==> config.mk <==
export PLATFORM = sky130hd
export DESIGN_NAME = axi_arb_2m1s
export DESIGN_NICKNAME = d
export VERILOG_FILES = /design/src/rtl/axi_lite_pkg.sv /design/src/rtl/axi_arb_2m1s_rr_arb2.sv /design/src/rtl/axi_arb_2m1s.sv
export SDC_FILE = /design/constraint.sdc
export NUM_CORES = 1
export LEC_CHECK = 0
export CELL_PAD_IN_SITES_DETAIL_PLACEMENT = 0
export CELL_PAD_IN_SITES_GLOBAL_PLACEMENT = 2
export CORE_ASPECT_RATIO = 1.1
export CORE_MARGIN = 2
export CORE_UTILIZATION = 10
export DETAILED_ROUTE_END_ITERATION = 7
export PLACE_DENSITY = 0.82
export SYNTH_ARGS = -nofsm -noshare
export SYNTH_HDL_FRONTEND = slang
export SYNTH_SLANG_ARGS = --single-unit
==> constraint.sdc <==
create_clock -name clk -period 1.42 [get_ports clk]
set_input_delay 0.426 -clock clk [delete_from_list [all_inputs] [get_ports clk]]
set_output_delay 0.426 -clock clk [all_outputs]
set_load 0.005 [all_outputs]
**Run 1: I/O pins on the die edge**

Pins as bars across the die edge, other pins in gray.
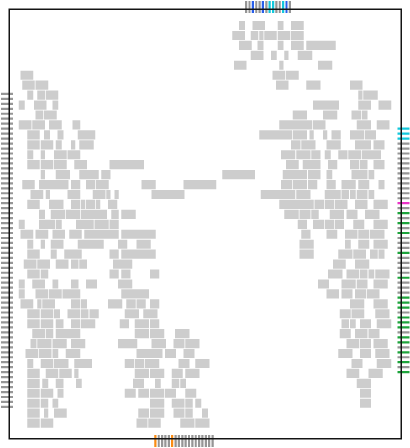
| color | port | pins | direction | edge |
|---|---|---|---|---|
| cyan | master_ARID | 6 | input | 3 east, 3 north |
| green | master_RDATA | 16 | output | east |
| orange | master_BRDY | 2 | input | south |
| magenta | slave_RVLD | 1 | input | east |
| blue | slave_ARADDR | 3 | output | north |
all pins by edge: 64 west, 50 east, 18 south, 14 north
Die W: 107 µm
die height: 117 µm

**Run 1: I/O nets highlighted**

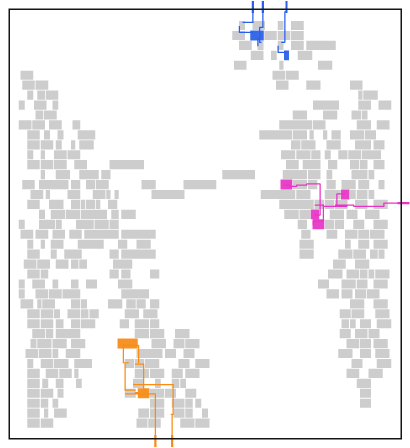
| color | port | bits | direction | end cells | buffers | wire |
|---|---|---|---|---|---|---|
| blue | slave_ARADDR | 3 | output | 3 | 3 | 37.8 µm |
| magenta | slave_RVLD | 1 | input | 4 | 2 | 62.0 µm |
| orange | master_BRDY | 2 | input | 2 | 4 | 82.2 µm |
Ports: 146
Buffers on Ports: 145

**Run 1: placement view**

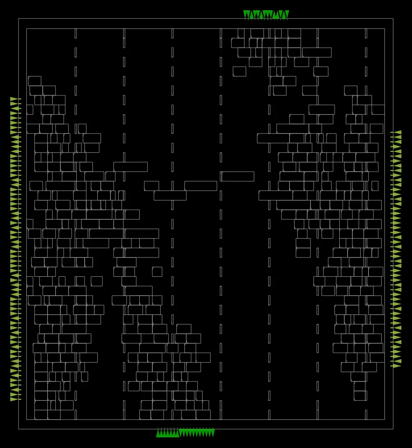
fin util: 0.325
sequential share of cell area: 0.0561
Taps Inserted: 150

**Run 1: clock wires, drivers and flops**

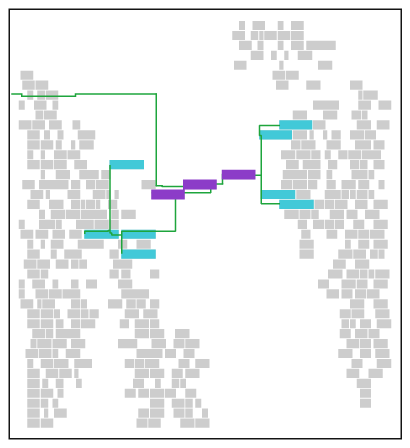
[cyan] flip-flops | count: 8
[green] clock wires | length: 191 µm
[purple] clock-net drivers | count: 3
flops lie: center
clk_skew: 0.000224 ns
clock power share: 0.084
clk ins delay skew pair: 0.23 ns
clk pwr: 0.469 mW

==> flow_metrics.py <==
# Physical implementation metrics
metrics = {
    "outcome": {
        "outcome": "complete, but fails checks",
        "violations": "negative setup slack",
    },
    "timing": {
        "hold_viol_final": 0,
        "period_needed_ns": 1.82,
        "whs_ns": 0.481,
        "rsz0062_at_grt": "yes",
        "period_used_share": 1.28,
        "finalSetupViolCount": 71,
        "finalWorstSetupSlack_ns": -0.401,
        "max_freq_ghz": 0.549,
        "max-slew-margin-rel": 0.728,
        "worstMarginPinSlew_ns": 0.407,
        "final.setup.tns_ns": -22.46,
        "slew_violations": 0,
    },
    "placed_design": {
        "dpl_cell_area_mm2": 0.00308,
        "dpl.cell_count": 472,
        "hpwl_mm": 4.34,
        "gp_congestion": 0.762,
        "pre_cts_ws_ns": -0.700,
    },
    "synth": {
        "edf_count": 0,
        "largest_area_cell": "mux2i_1",
        "yosys_warnings": 0,
        "synthCells": 148,
        "flop_cell": "dfrtp_1",
        "yosys.stat.seqShare": 0.174,
        "syn-cell-area_mm2": 0.00116,
        "topCellsByArea": "mux2i_1 (22%), and2_1 (18%), dfrtp_1 (13%)",
        "post-synth-top-count-cell": "and2_1",
        "synth.distinct_cells": 31,
        "fp_nets": 226,
        "mux_area_frac": 0.273,
        "ys_sh_xor": 0,
        "top_cell_area_share": 0.215,
        "ys_cells": 148,
        "yosys-top-cells-count": "and2_1 (34), nor2_1 (29), mux2i_1 (25)",
        "synth_adder_area_share": 0,
        "synthArstFlopShare": 1.00,
        "syn_avg_cell_area_um2": 7.86,
        "aoi_share": 0.0796,
        "synthSimpleGateAreaFrac": 0.416,
        "synth-seq-cells": 8,
        "topCombFamilyByArea": "simple AND/OR/NAND/NOR gates",
        "yosys-stat-area_mm2": 0.00116,
    },
    "clock_network": {
        "hold_buffers": 0,
        "cts_buffer_depth": 2,
        "clkSinkCount": 8,
        "htree_levels": 1,
        "tritoncts": "done",
        "cts_buffers": 3,
        "post_cts_buffers": 36,
        "cts_root_buf": "clkbuf_16",
        "clk_pin_slew_ns": 0.04,
        "cts_resized": 356,
    },
    "critical_path": {
        "crit_top_cell": "buf_6",
        "cp.depth": 6,
        "rrSetupSlack_ns": -0.14,
        "cpMaxStageDelayCell": "dfrtp_2",
        "path_delay_family": "buffers and inverters",
        "worstSetupEndpointType": "primary output",
        "path_buffers": 4,
        "reg2reg_depth": 6,
        "critPathLaunchType": "flip-flop",
        "slowest_delay_ns": 0.44,
        "path_max_fanout": 7,
        "critPathKind": "flip-flop to primary output",
        "crit_required_ns": 0.99,
        "worst_ep_arrival_time_ns": 1.40,
        "crit_chain": "buf_6 > nand2b_4 > buf_6 > buf_6 > nor2_2 > buf_2",
    },
    "cells_and_area": {
        "logic_gate_count": 129,
        "nFlopsAndLatches": 8,
        "clkCellAreaFrac": 0.0203,
        "layout.area.comb_mm2": 0.00114,
        "final_layout_size_suffix_gt1_frac": 0.617,
        "fin_area_mm2": 0.00370,
        "fillCellCount": 1207,
        "inverters_excl_clock": 0,
        "fin_nets": 446,
        "layout_top_cells": "buf_6 (67), clkdlybuf4s50_1 (67), buf_2 (41)",
        "comb-cell-share": 0.308,
        "final_cells": 516,
        "dominant_cells": "buffers",
        "synthToLayoutAreaGrowth_pct": 218,
        "antenna_cells": 0,
        "seq_area_um2": 208,
        "nonClkBufAreaFrac": 0.565,
        "nNonClkBuffers": 226,
        "n_clock_buffer": 3,
    },
    "floorplanning": {
        "coreArea_mm2": 0.0114,
        "chip_area_mm2": 0.0125,
        "rows": 41,
        "fp_util": 0.102,
    },
    "power_and_ir_drop": {
        "power_frac_comb": 0.827,
        "swShare": 0.341,
        "power.internal_mw": 3.68,
        "pg_seq_mw": 0.495,
        "top_power_group": "combinational cells",
        "finalPower_mw": 5.58,
        "p_comb_mw": 4.62,
        "power_density_mw_per_mm2": 1510,
        "seqPwrFrac": 0.089,
        "leakage_nw": 1.79,
        "p_sw_mw": 1.90,
        "ir_drop_mv": 0.723,
    },
    "route": {
        "ant_nets": 0,
        "route.met2.wl_mm": 3.11,
        "topRoutingLayerUsed": "met4",
        "met3_length_um": 639,
        "num_vias": 1945,
        "met1_length_mm": 2.12,
        "wl_per_cell_um": 11.4,
        "via_per_inst": 3.77,
        "dr.pass1.iters": 2,
        "drt_iter0_drc": 21,
        "drc": 0,
        "routed_wl_mm": 5.90,
    },
    "global_route": {
        "grt_util_met1": 0.0849,
        "grt_pass1_vias": 1971,
        "grtUsageMet2": 0.177,
        "overflow": 0,
        "grt_pass1_wl_mm": 8.89,
        "grt_max_degree": 9,
        "grtUsageTotal": 0.0872,
        "use_met3": 0.0321,
        "busiest_layer": "met2",
        "antenna_found_initial": 0,
    },
    "job": {
        "drv_cap": 0,
        "tool_warnings": 29,
    },
    "worst_hold_path": {
        "holdPathStages": 3,
        "worstHoldPathType": "input pin to flip-flop",
    },
}
Power figures rest on the tool's default switching activity, not on a simulated workload.
